## src/rtl/cpu_execute_mc.sv

```systemverilog
// Execute stage with a valid/ready handshake and downstream stall.
// ALU ops finish in one cycle; MULU/DIVU/REMU run on an iterative unit
// that processes one bit per clock.
module cpu_execute_mc #(
  parameter int DW = 32,
  parameter int TW = 3,
  parameter int IW = 48,
  parameter int CW = 6
) (
  input  logic              clk,
  input  logic              rst_b,
  input  logic              valid_2a,
  output logic              ready_2a,
  input  logic [3:0]        op_2a,
  input  logic [1:0]        c__alu_left_2a,
  input  logic [1:0]        c__alu_right_2a,
  input  logic              c__r0_2a,
  input  logic              c__r1_2a,
  input  logic [1:0]        c__branch_2a,
  input  logic [2:0]        c__to_push_2a,
  input  logic [10:0]       st__to_pop_2a,
  input  logic [IW-1:0]     instruction_2a,
  input  logic [31:0]       pc_2a,
  input  logic [DW+TW-1:0]  st__top_0_2a,
  input  logic [DW+TW-1:0]  st__top_1_2a,
  input  logic              kill_4a,
  input  logic              stall_3a,
  output logic              valid_3a,
  output logic              busy,
  output logic [DW-1:0]     alu__out_3a,
  output logic              alu__cond_3a,
  output logic [1:0]        c__branch_3a,
  output logic [2:0]        c__to_push_3a,
  output logic [10:0]       st__to_pop_3a,
  output logic [IW-1:0]     instruction_3a,
  output logic [31:0]       pc_3a,
  output logic [DW+TW-1:0]  r0_3a,
  output logic [DW+TW-1:0]  r1_3a
);

  localparam logic [3:0] OP_ADD  = 4'd0;
  localparam logic [3:0] OP_SUB  = 4'd1;
  localparam logic [3:0] OP_AND  = 4'd2;
  localparam logic [3:0] OP_OR   = 4'd3;
  localparam logic [3:0] OP_XOR  = 4'd4;
  localparam logic [3:0] OP_SLTU = 4'd5;
  localparam logic [3:0] OP_EQ   = 4'd6;
  localparam logic [3:0] OP_MULU = 4'd7;
  localparam logic [3:0] OP_DIVU = 4'd8;
  localparam logic [3:0] OP_REMU = 4'd9;

  typedef enum logic {IDLE, BUSY} state_t;

  state_t        state, state_nxt;
  logic          accept, is_mc, last_iter;
  logic [DW-1:0] left, right, alu_res;
  logic          alu_cond;
  // Iterative unit: opa = multiplicand / dividend-quotient shifter,
  // opb = multiplier / divisor, acc = product / partial remainder.
  logic [CW-1:0] count;
  logic [3:0]    mc_op;
  logic          dz;
  logic [DW-1:0] opa, opb, acc;
  logic [DW-1:0] mul_acc_n, div_rem_n, div_q_n, mc_res;
  logic [DW:0]   div_sh, div_diff;
  logic          mc_cond;

  // Operand selection from immediate or stack entries
  always_comb begin
    left = '0;
    right = '0;
    case (c__alu_left_2a)
      2'd0:    left = instruction_2a[DW-1:0];
      2'd1:    left = st__top_0_2a[DW-1:0];
      2'd2:    left = st__top_1_2a[DW-1:0];
      default: left = '0;
    endcase
    case (c__alu_right_2a)
      2'd0:    right = instruction_2a[DW-1:0];
      2'd1:    right = st__top_0_2a[DW-1:0];
      2'd2:    right = st__top_1_2a[DW-1:0];
      default: right = '0;
    endcase
  end

  // Single-cycle ALU
  always_comb begin
    alu_res = '0;
    alu_cond = 1'b0;
    case (op_2a)
      OP_ADD:  alu_res = left + right;
      OP_SUB:  alu_res = left - right;
      OP_AND:  alu_res = left & right;
      OP_OR:   alu_res = left | right;
      OP_XOR:  alu_res = left ^ right;
      OP_SLTU: alu_cond = (left < right);
      OP_EQ:   alu_cond = (left == right);
      default: alu_res = '0;
    endcase
    if (op_2a <= OP_XOR)
      alu_cond = |alu_res;
    else if (op_2a == OP_SLTU || op_2a == OP_EQ)
      alu_res = {{(DW-1){1'b0}}, alu_cond};
  end

  // One shift-add / restoring-divide step and the final result mux
  always_comb begin
    mul_acc_n = acc + (opb[0] ? opa : '0);
    div_sh    = {acc, opa[DW-1]};
    div_diff  = div_sh - {1'b0, opb};
    div_rem_n = div_diff[DW] ? div_sh[DW-1:0] : div_diff[DW-1:0];
    div_q_n   = {opa[DW-2:0], ~div_diff[DW]};
    case (mc_op)
      OP_MULU: mc_res = mul_acc_n;
      OP_DIVU: mc_res = dz ? '1 : div_q_n;
      default: mc_res = dz ? opa : div_rem_n;
    endcase
    mc_cond = (mc_op != OP_MULU) && dz;
  end

  // Handshake and next-state logic
  always_comb begin
    ready_2a  = (state == IDLE) && !(valid_3a && stall_3a) && !kill_4a;
    accept    = valid_2a && ready_2a;
    is_mc     = (op_2a == OP_MULU) || (op_2a == OP_DIVU) || (op_2a == OP_REMU);
    last_iter = (state == BUSY) && (count == CW'(1));
    busy      = (state == BUSY);
    state_nxt = state;
    if (kill_4a)
      state_nxt = IDLE;
    else if (accept && is_mc)
      state_nxt = BUSY;
    else if (last_iter)
      state_nxt = IDLE;
  end

  // State register
  always_ff @(posedge clk or negedge rst_b) begin
    if (!rst_b) state <= IDLE;
    else        state <= state_nxt;
  end

  // Output registers and iterative datapath; kill outranks accept/iterate
  always_ff @(posedge clk or negedge rst_b) begin
    if (!rst_b) begin
      valid_3a       <= 1'b0;
      alu__out_3a    <= '0;
      alu__cond_3a   <= 1'b0;
      c__branch_3a   <= '0;
      c__to_push_3a  <= '0;
      st__to_pop_3a  <= '0;
      instruction_3a <= '0;
      pc_3a          <= '0;
      r0_3a          <= '0;
      r1_3a          <= '0;
      count          <= '0;
      mc_op          <= '0;
      dz             <= 1'b0;
      opa            <= '0;
      opb            <= '0;
      acc            <= '0;
    end else if (kill_4a) begin
      valid_3a      <= 1'b0;
      c__branch_3a  <= '0;
      c__to_push_3a <= '0;
      st__to_pop_3a <= '0;
      count         <= '0;
    end else if (accept) begin
      c__branch_3a   <= c__branch_2a;
      c__to_push_3a  <= c__to_push_2a;
      st__to_pop_3a  <= st__to_pop_2a;
      instruction_3a <= instruction_2a;
      pc_3a          <= pc_2a;
      if (c__r0_2a) r0_3a <= st__top_0_2a;
      if (c__r1_2a) r1_3a <= st__top_1_2a;
      if (is_mc) begin
        valid_3a <= 1'b0;
        count    <= CW'(DW);
        mc_op    <= op_2a;
        dz       <= (right == '0);
        opa      <= left;
        opb      <= right;
        acc      <= '0;
      end else begin
        valid_3a     <= 1'b1;
        alu__out_3a  <= alu_res;
        alu__cond_3a <= alu_cond;
      end
    end else if (state == BUSY) begin
      count <= count - CW'(1);
      if (mc_op == OP_MULU) begin
        acc <= mul_acc_n;
        opa <= opa << 1;
        opb <= opb >> 1;
      end else if (!dz) begin
        // Divide-by-zero keeps the dividend in opa for the REMU result
        acc <= div_rem_n;
        opa <= div_q_n;
      end
      if (last_iter) begin
        alu__out_3a  <= mc_res;
        alu__cond_3a <= mc_cond;
        valid_3a     <= 1'b1;
      end
    end else if (valid_3a && !stall_3a) begin
      valid_3a      <= 1'b0;
      c__branch_3a  <= '0;
      c__to_push_3a <= '0;
      st__to_pop_3a <= '0;
    end
  end

endmodule

```

## config.mk

```make
export PLATFORM = sky130hd
export DESIGN_NAME = cpu_execute_mc
export DESIGN_NICKNAME = d
export VERILOG_FILES = /design/src/rtl/cpu_execute_mc.sv
export SDC_FILE = /design/constraint.sdc
export NUM_CORES = 1
export LEC_CHECK = 0
export CAP_MARGIN = 30
export CELL_PAD_IN_SITES_DETAIL_PLACEMENT = 0
export CELL_PAD_IN_SITES_GLOBAL_PLACEMENT = 1
export CORE_UTILIZATION = 44
export CTS_CLUSTER_DIAMETER = 200
export CTS_CLUSTER_SIZE = 14
export DETAILED_ROUTE_END_ITERATION = 7
export GPL_TIMING_DRIVEN = 0
export PLACE_DENSITY_LB_ADDON = 0.1
export SYNTH_ARGS = -nofsm -noshare
export SYNTH_HDL_FRONTEND = slang
export SYNTH_SLANG_ARGS = --single-unit
```

## constraint.sdc

```tcl
create_clock -name clk -period 11.4 [get_ports clk]
set_input_delay 2.28 -clock clk [delete_from_list [all_inputs] [get_ports clk]]
set_output_delay 2.28 -clock clk [all_outputs]
set_load 0.02 [all_outputs]
```

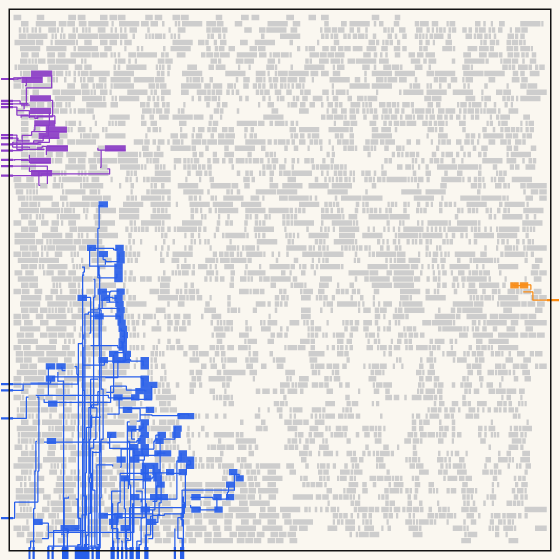
port_trees.png
- valid_2a: orange (bits 1; direction input; edge right; end cells 3; buffers 1; wire 24.9 um)
- st__to_pop_3a: purple (bits 11; direction output; edge left; end cells 11; buffers 11; wire 413 um)
- st__top_1_2a: blue (bits 35; direction input; edge 31 bottom, 4 left; end cells 99; buffers 35; wire 3030 um)
Port-buffer cells: 377
Ports: 383

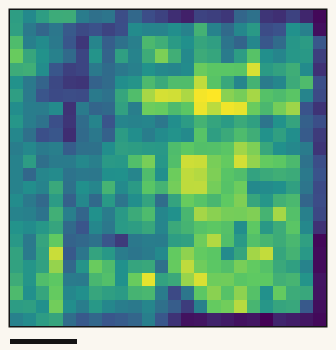
route_heat.png
The bar under the picture is 50 um long. The die is cut into 24 by 24 equal tiles; dark purple is low, yellow is high, scaled to the fullest tile. Values are wire area over tile area, all layers added.
- tiles over half the peak: 50%
- densest ninth of the die: center
- mean over tiles: 0.34
- nearly empty tiles: 0.20%
- fullest tile: 0.66
drt wl/cell: 26.8 um
vias: 25900
GRT Util Overall: 39.0%
WL final: 111 mm

==> flow_summary.toml <==
# implementation run metrics
[status]
status = "finished, final reports clean"

[clocking]
clock_path_buffers = 3
cts_buffers = 25
holdBufCountCts = 0
cts_sinks = 308
cts.repair.resized = 0
root_buffer = "clkbuf_16"
clk_pin_slew_ns = 0.07
h-tree-depth = 1
cts_tree = "done"
cts_setup_buffers = 0
clock_latency_ns = 0.60

[power]
p_total_w = 0.00584
powerSeq_w = 0.00160
power_switching_w = 0.00275
ir_worst_vdd_mv = 0.131
power-top-group = "combinational cells"
powerComb_w = 0.00343
leakagePower_nw = 13.2
swShare_pct = 47.0
p_int_w = 0.00310
seq_power_share_pct = 27.3
pwr-share-clk_pct = 13.9
p_comb_share_pct = 58.7
p_per_area_mw_per_mm2 = 197
clock_power_w = 0.000815

[synth]
postSynthSeqShare_pct = 32.0
synth_area_mm2 = 0.0241
netlist_instances = 3013
yosys_area_mm2 = 0.0241
synth-cells-yosys = 3013
flop_cell = "dfrtp_1"
fp_nets = 3358
synth_cell_types = 95
ys_ff = 308
synth_area_per_cell_um2 = 7.99
synth-async-reset-ratio_pct = 100
synth-warning-count = 0
edf_count = 0

[setup_path]
crit_path_start = "c__alu_left_2a[1]"
critPathTopFamily = "AND-OR/OR-AND gates"
crit_required_ns = 11.85
cp_cell_sequence = "buf_2 -> buf_1 -> buf_1 -> mux2i_1 -> nor2_1 -> a21oi_1 -> ha_1 -> inv_1 -> fa_1 -> nor2b_1 -> o311ai_1 -> a31oi_1 -> a41oi_1 -> mux2_4 -> o22ai_2 -> or4_1 -> or4_1 -> nor4_1 -> nand4_1 -> o221a_1"
worst_setup_path_end_kind = "flip-flop"
worst-r2r-cell-count = 15
crit_buf_inv = 4
cp-start-kind = "input pin"
r2r_slack_ns = 5.53
worst-setup-path-type = "in2reg"
crit_end = "alu__cond_3a$_DFFE_PN0P_"
rr_endpoint = "alu__out_3a[13]$_DFFE_PN0P_"
cp_slowest_cell = "o311ai_1"
cpPeakStageDelay_ns = 0.67
cp_max_fo = 10
arrival_ns = 9.14
r2r_start = "opb[0]$_DFFE_PN0P_"
critical_path_depth = 20

[finish]
final_cells = 4147
logic_area_mm2 = 0.0151
drive_gt1_share_pct = 5.96
seqCellArea_mm2 = 0.00771
num-fill-cells = 5159
nNetsFinal = 3787
final_util_pct = 55.0

[die]
chipArea_mm2 = 0.0556
core_region_area_mm2 = 0.0539
rows = 85
initCoreUtil_pct = 44.6
die_w_um = 236
die_h_um = 236

[sta]
relSlewSlack_pct = 20.6
period_needed_ns = 8.68
hold_viol_final = 0
tns_ns = 0
clock.fmax_mhz = 115
skew_ns = 0.0283
slew_viol_final = 0
finalClockPeriodUsage_pct = 76.2
worst_pin_slew_ns = 1.19
setup_violations = 0
whs_ns = 0.476
rsz0062_at_grt = "no"

[global_route]
grt_pass1_vias = 25300
antenna_found_initial = 9
grt_pass1_wl_mm = 163
overflow = 0
grt_max_degree = 119

[hold_path]
min_to = "pc_3a[3]$_DFFE_PN0P_"
hold_path.class = "reg2reg"
hold_depth = 2
min-delay-start = "pc_3a[3]$_DFFE_PN0P_"

[placement]
gp_congestion = 1.03
postPlaceCellArea_mm2 = 0.0290
dp_slack_ns = 2.33
hpwl_mm = 89.7
dp_cells = 4109

[detailed_routing]
postRouteAntennaNets = 0
drc = 0
viasPerCell = 6.24
drtPass1Iterations = 6
drt-initial-drc-count = 2715

[run]
drv_cap = 0
warnings = 95
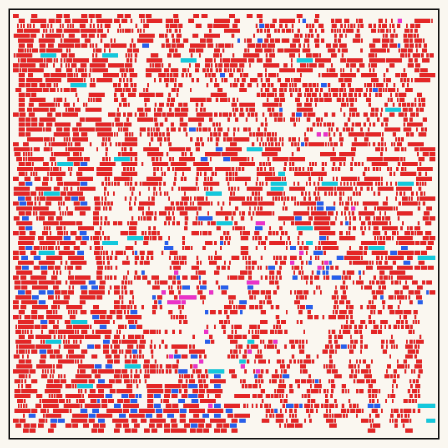
sizing.png
- x1 and smaller: red (cells 3236; share 94%; most used nand2_1)
- x2: blue (cells 147; share 4.3%; most used mux2_2)
- x3 and x4: magenta (cells 25; share 0.73%; most used buf_4)
- x6 and larger: cyan (cells 33; share 0.96%; most used clkbuf_16)
Buffers, non-clock: 583
post-route cell area: 0.0296 mm^2
synthesis-to-layout area growth: 23.2%
PnR worst setup slack: 2.72 ns

-- final cells by class --
| cell class | count | share of cell area, % |
|---|---|---|
| repair buffers | 402 | 13.6 |
| plain buffers | 181 | 2.38 |
| flip-flops and latches | 308 | 26.0 |
| multi-input cells | 2376 | 51.0 |
| well taps | 696 | 2.94 |
| clock inverters | 1 | 0.0675 |
| inverters | 148 | 1.87 |
| diodes | 10 | 0.0844 |
| clock buffers | 25 | 2.11 |
-- cells in the final DEF, fill, tap and decap left out, types with 17 or more instances in the layout --
cell type	instances
or2_2	19
clkbuf_1	151
o21ai_0	218
o22ai_1	26
ha_1	160
nor2_1	277
nand4_1	22
xor2_1	25
mux2_2	76
nand2_1	503
a21o_1	51
o211ai_1	35
a31oi_1	26
nand3_1	33
o21bai_1	17
buf_4	20
nand2b_1	23
xnor2_1	42
clkdlybuf4s50_1	376
nor3_1	40
dfrtp_1	308
mux2i_1	91
a22o_1	29
o21a_1	17
and2_1	36
and3_1	18
inv_1	146
a32o_1	20
a21oi_1	294
nor2b_1	20
clkbuf_16	25
-- cell usage after synthesis (8+ instances only) --
library cell / instances / area, um^2
o21ai_0: 218 / 1090
o221a_2: 9 / 101
a22o_1: 29 / 254
o21bai_1: 17 / 128
nand2b_1: 23 / 144
a311oi_1: 11 / 96.3
ha_1: 160 / 2000
a32o_1: 20 / 200
nand3_1: 33 / 165
nor2b_1: 20 / 125
nor4_1: 16 / 100
nand4_1: 22 / 138
a31oi_1: 26 / 163
xor2_1: 25 / 219
nand2_1: 503 / 1890
a211o_1: 9 / 78.8
nor3_1: 40 / 200
o31ai_1: 9 / 67.6
o2111ai_1: 14 / 123
buf_1: 15 / 56.3
a21oi_1: 295 / 1480
dfrtp_1: 308 / 7710
and2_1: 36 / 225
xnor2_1: 42 / 368
a211oi_1: 16 / 120
clkbuf_1: 151 / 567
and3_1: 18 / 113
mux2_2: 76 / 856
mux2i_1: 91 / 911
o211ai_1: 35 / 263
o21a_1: 17 / 128
or2_2: 19 / 119
o311ai_0: 8 / 70.1
inv_1: 146 / 548
o22ai_1: 26 / 163
nor2_1: 277 / 1040
buf_2: 12 / 60.1
a21o_1: 51 / 383
or3_1: 12 / 75.1
a221oi_1: 13 / 114
-- kinds of logic (layout without fill, tap and decap cells) --
family                     Yosys count  in the layout  synth area share [%]
AOI/OAI and AO/OA                  922            922                  24.9
xor gates and xnor gates            67             67                  2.44
adders and majority gates          164            164                  8.65
buffers and inverters              329            757                  5.24
DFF                                308            308                  32.0
muxes                              169            169                  7.50
other                                0             10                     0
and+or+nand+nor                   1054           1054                  19.2
-- layer usage --
metal	vias to the layer above	share of wire, %	track usage, %
met1	12600	41	50.8
met3	260	9.6	9.19
met2	1402	44	60.2
li1	11600	-	-
met5	-	0	0
met4	0	5.7	20.0
-- state kept, by name (all words and copies together) (netlist names), 2 cells and up --
register	count
mc_op	4
c__branch_3a	2
c__to_push_3a	3
alu__out_3a	32
st__to_pop_3a	11
opb	32
r0_3a	35
r1_3a	35
pc_3a	32
opa	32
count	6
instruction_3a	48
acc	32
No activity file was given, so power comes from the tool's default toggle rates.
